### Signal wires by layer

Bar = 20 um.
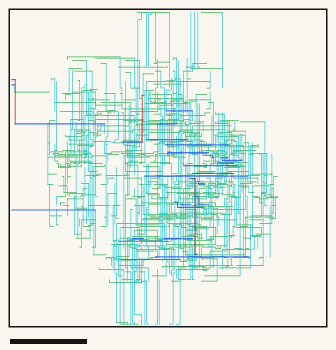
### Close-up of the layout

Bar = 5 um. Window x 31 to 51, y 48 to 68 um. Cells in gray, sequential cells in the stronger gray; small squares are vias.
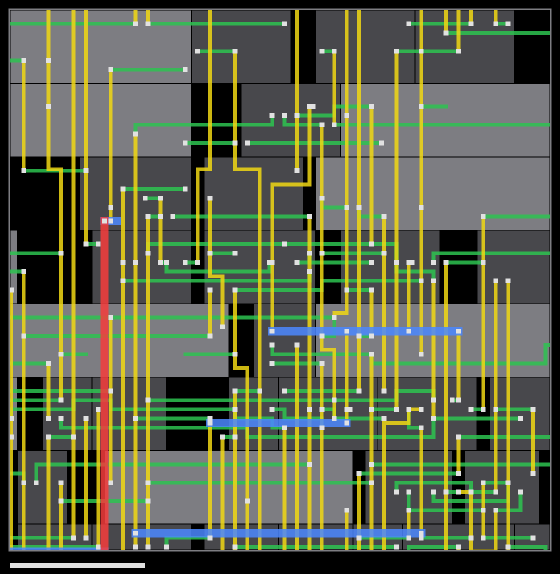
$ cat src/rtl/rr_arbiter8.sv
// Eight-way round-robin arbiter with a bounded grant length.
// State | meaning: IDLE | no owner, arbitrate on nonzero req; GRANT | one owner holds the resource.
module rr_arbiter8 #(
    parameter int unsigned MAX_HOLD = 16
) (
    input  logic       clk,
    input  logic       rst_n,
    input  logic [7:0] req,
    input  logic       done,
    output logic [7:0] gnt,
    output logic [2:0] gnt_idx,
    output logic       gnt_valid,
    output logic       timeout
);

    typedef enum logic {IDLE = 1'b0, GRANT = 1'b1} state_t;

    localparam logic [7:0] HOLD_LAST = 8'(MAX_HOLD - 1);

    state_t     state;
    logic [2:0] ptr;
    logic [7:0] hcnt;

    logic [2:0] win;
    logic       win_found;
    logic [2:0] cand;
    logic       owner_req;
    logic       hold_exp;
    logic       release_now;

    // Circular scan starting just after the last owner.
    always_comb begin
        win       = 3'd0;
        win_found = 1'b0;
        cand      = 3'd0;
        for (int i = 1; i <= 8; i++) begin
            cand = ptr + 3'(i);
            if (!win_found && req[cand]) begin
                win       = cand;
                win_found = 1'b1;
            end
        end
    end

    assign owner_req   = req[gnt_idx];
    assign hold_exp    = (hcnt == HOLD_LAST);
    assign release_now = done || !owner_req || hold_exp;

    always_ff @(posedge clk or negedge rst_n) begin
        if (!rst_n) begin
            state     <= IDLE;
            ptr       <= 3'd7;
            hcnt      <= 8'd0;
            gnt       <= 8'h00;
            gnt_idx   <= 3'd0;
            gnt_valid <= 1'b0;
            timeout   <= 1'b0;
        end else begin
            case (state)
                IDLE: begin
                    timeout <= 1'b0;
                    hcnt    <= 8'd0;
                    if (win_found) begin
                        state     <= GRANT;
                        gnt       <= 8'b1 << win;
                        gnt_idx   <= win;
                        gnt_valid <= 1'b1;
                    end
                end
                GRANT: begin
                    if (release_now) begin
                        state     <= IDLE;
                        ptr       <= gnt_idx;
                        gnt       <= 8'h00;
                        gnt_idx   <= 3'd0;
                        gnt_valid <= 1'b0;
                        hcnt      <= 8'd0;
                        // Only a pure expiry counts; done or a dropped request wins a tie.
                        timeout   <= hold_exp && !done && owner_req;
                    end else begin
                        hcnt    <= hcnt + 8'd1;
                        timeout <= 1'b0;
                    end
                end
                default: state <= IDLE;
            endcase
        end
    end

endmodule

$ cat config.mk
export PLATFORM = sky130hd
export DESIGN_NAME = rr_arbiter8
export DESIGN_NICKNAME = d
export VERILOG_FILES = /design/src/rtl/rr_arbiter8.sv
export SDC_FILE = /design/constraint.sdc
export NUM_CORES = 1
export LEC_CHECK = 0
export CORE_MARGIN = 10
export CORE_UTILIZATION = 50
export CTS_CLUSTER_SIZE = 28
export DETAILED_ROUTE_END_ITERATION = 12
export GPL_ROUTABILITY_DRIVEN = 0
export PLACE_DENSITY = 0.81
export SKIP_CTS_REPAIR_TIMING = 1
export SYNTH_ARGS = -nofsm -noshare
export SYNTH_HDL_FRONTEND = slang
export SYNTH_SLANG_ARGS = --single-unit
$ cat constraint.sdc
create_clock -name clk -period 3.26 [get_ports clk]
set_input_delay 0.815 -clock clk [delete_from_list [all_inputs] [get_ports clk]]
set_output_delay 0.815 -clock clk [all_outputs]
set_load 0.01 [all_outputs]
==> run notes <==
Registers take 629 um^2. The share of synthesized cell area in and-or and or-and compound cells is 0.151. Power group with the largest share: combinational logic. With the post-detailed-route DRC marker count at 0, the number of iterations in the first detailed-routing pass is 4.

For the area of the core, the log shows 3720 um^2. Multi-input combinational cells in the finished layout were counted as 136. The root buffer selected by CTS is sky130_fd_sc_hd__clkbuf_8. The fraction of the mapped netlist area in adder cells works out to 0.0193. Looking at the reg2reg group, the worst path starts from ptr[1]. Yosys synthesis chip area: 1950 um^2. Hold is met by 0.465 ns. Synthesis instantiated 54 different standard cells from the library. The final hold violation count recorded for this run is 0.

Largest non-sequential cell family by area: multiplexers. The worst hold path stage count works out to 1. For flop-to-flop paths, the worst setup slack is 0.10 ns. The proportion of synthesized chip area in sequential cells is 0.323. In this run the horizontal extent of the chip is 82.4 um. The final antenna diode tally reported by the flow is 0.

With the post-synthesis average cell area at 11.3 um^2, the overall routed net length is 5150 um. According to the timing report, the arrival time at the worst endpoint equals 3.40 ns. The net load switching power was 1.30 mW. The report lists the power per cell area as 1170 nW/um^2. The first global-routing pass estimated 8260 um of wire.

Share of the core filled with cells: 0.663. The worst hold path terminates at hcnt[0]. For the combinational cell fraction of total power, the log shows 0.767. The largest cell class by area was multi-input combinational cells. The run gives 2.20 mW as the power dissipated in combinational cells. From synthesis to final layout, the design area changed by 26.5%.

Sink count of the clock tree: 25. TritonCTS built the clock tree. The largest registers in the layout are gnt (8), hcnt (8). The run finished with clean final reports. The clock network power reported by the tool is 0.182 mW.

The logic depth of the worst register-to-register path came out at 9. The run gives 3 as the number of clock buffer instances in the layout. The number of maximum-capacitance violations recorded for the run is 0. OpenSTA lists the critical path startpoint as req[4].

The slowest stage of the critical path is the sky130_fd_sc_hd__mux4_2 cell. The proportion of register bits with asynchronous set or reset after synthesis came out at 1.00. In this run, CTS created clock tree buffers numbering 3. Proportion of layout cells with a drive suffix above 1: 0.327. The fraction of cell area in non-clock buffers is 0.172. The most critical setup path has its endpoint at gnt[7]. Leaving out fill and tap cells, the most frequent cells in the layout are 25 x sky130_fd_sc_hd__buf_4, 22 x sky130_fd_sc_hd__dfrtp_1, 21 x sky130_fd_sc_hd__clkdlybuf4s50_1. With the combinational share of cell area at 0.523, the worst setup skew after layout is 0.00827 ns.

Non-clock buffers in the final layout number 48. Inverter tally of the final layout excluding the clock network: 4. The final critical-path share of the clock period was 0.993; the worst relative slew slack was 0.341.

The count of inserted tapcells was 48; the area share of and/or/nand/nor cells after synthesis was 0.159. The area enclosed by the die boundary came out at 6790 um^2. The path class of the lowest-slack min-delay path was flip-flop to flip-flop.

The post-placement cell area was 2370 um^2; the summed instance area of the synthesized netlist was 1950 um^2. The number of synthesized flops with an enable pin is 0. The highest clock rate this design can be run at is 309 MHz.

The tools report the endpoint of the most critical register-to-register path as gnt[1]. Leaving out buffers and inverters, the combinational logic in the layout accounts for 1290 um^2. The post-route worst setup slack is 0.0212 ns. At the placement stage, the worst setup path has a slack of -0.293 ns. Internal power: 1.58 mW. The flop and latch count out of synthesis is 25, and the count of synthesis-stage warnings from yosys is 0.

For this design, Yosys synthesis ends with a cell count of 173. The total tool warning count works out to 27. The fraction of area in clock buffers and inverters is 0.0198. The run gives 0.09 ns for the clock-pin slew of the registers on the worst-case setup and hold paths. The critical path goes through clkdlybuf4s50_1 -> mux4_2 -> mux2i_4 -> nand2_2 -> nor4_4 -> nor4_2 -> or3_4 -> a32o_1.

After routing the design area is 2460 um^2. The run gives 2 for the number of buffers on the longest clock path. The run gives 1,693 as the total via count after detailed routing. The sum of negative setup slack was 0 ns.

After detailed routing, the average wire length per cell comes to 19.4 um. In the finished design the tool counted flip-flops and latches totalling 25. The tools report the sequential power as 0.487 mW. The residual overflow from global routing was 0; the number of rows created at floorplan was 22. The tools report the final HPWL from detailed placement as 3900 um. The final period demand of the worst path is 3.24 ns, and the pre-placement core utilization is 0.524. The post-synthesis instance total was 173; the number of cells on the critical path was 8.

The transition time recorded at the tightest slew-check pin is 0.985 ns. By instance count after routing, the leading logic cell type is sky130_fd_sc_hd__buf_4. The net count after synthesis was 187; the overall power of the completed layout was 2.87 mW. The run gives 0.27 ns for the worst-skew pair later-pin latency. The leakage power in the latest report is 1.02 nW.

The required time reported for the critical path endpoint is 3.42 ns. Among all stages on the critical path, the maximum delay recorded is 0.61 ns. The run gives 0 as the number of antenna violations at the first check in global routing. The violation count after the first detailed-routing iteration is 144.

The tools report the count of filler cells inserted in the layout as 284. The switching part of the total power came out at 0.451. From bottom edge to top edge, the die measures 82.4 um. The worst-path maximum fanout is 7.

The finished layout holds 265 standard cells, fillers aside. The logs give 0 for the post-route antenna net violation count and 0 for the final-report max-slew violation count. Sequential share of cell area: 0.255. The worst setup path is of the input port to flip-flop kind.

The share of total power in the clock network was 0.063. During placement, the flow inserted port buffers numbering 23. The kind of cell with the highest combined delay along the critical path is simple AND/OR/NAND/NOR gates. The via count of the first global-routing pass is 1,695, and the net count reported at finish is 232.

The run gives 0.0450 for the XOR/XNOR share of the synthesized area. Entering global routing, the biggest net connects 24 pins. In the final report, the number of endpoints failing setup comes to 0.

The mux contribution to synthesized area was 0.266. The worst path buffer plus inverter count is 1. For the number of levels the H-tree was split into, the log shows 1. Dominant synthesized flop cell: sky130_fd_sc_hd__dfrtp_1. The tools report the worst min-delay path startpoint as hcnt[0]. 24 I/O pins were placed. STA classifies the critical path startpoint as an input port.

The run gives 0.154 for the overall routing resource usage. The run gives 0.000623 V for the peak supply drop. The run gives 0.169 for the share of total power in sequential cells. The tools report the count of placed standard cells including taps as 261. The tools report the kind of end point of the critical path as a flip-flop.

The routed design shows a via density per instance of 6.39.
About 'Signal wires by layer':
| color | layer | wire length |
|---|---|---|
| blue | metal 3 | 251 um |
| cyan | metal 2 | 2,970 um |
| red | metal 4 | 43.5 um |
| green | metal 1 | 1,880 um |

About 'Close-up of the layout':
| color | layer |
|---|---|
| green | metal 1 |
| yellow | metal 2 |
| blue | metal 3 |
| red | metal 4 |
sequential cells in the window: 7
cells with their middle in the window: 27
most frequent: dfrtp_1 (7), a32o_1 (5), clkdlybuf4s50_1 (4)
netlist names of flops here include: gnt (6), gnt_idx (1)

Yosys cell counts, drive strengths merged, types with 4 or more instances:
library cell,count,area [um^2]
dfrtp,22,551
mux2,8,90.1
xnor2,4,35.0
mux4,13,304
xor2,6,52.6
a32o,9,92.6
nor2,17,66.3
buf,5,43.8
a21oi,5,25.0
nor3,4,20.0
mux2i,10,124
nand2,8,32.5
inv,4,15.0
nand3,5,25.0
o21ai,6,30.0
metal layers:
| metal | vias to the layer above | part of all wire | GRT usage |
|---|---|---|---|
| li1 | 765 | - | - |
| met1 | 867 | 0.37 | 0.169 |
| met2 | 55 | 0.58 | 0.307 |
| met3 | 6 | 0.049 | 0.0184 |
| met4 | 0 | 0.0084 | 0.0238 |
| met5 | - | 0 | 0 |
No activity file was given, so power comes from the tool's default toggle rates.
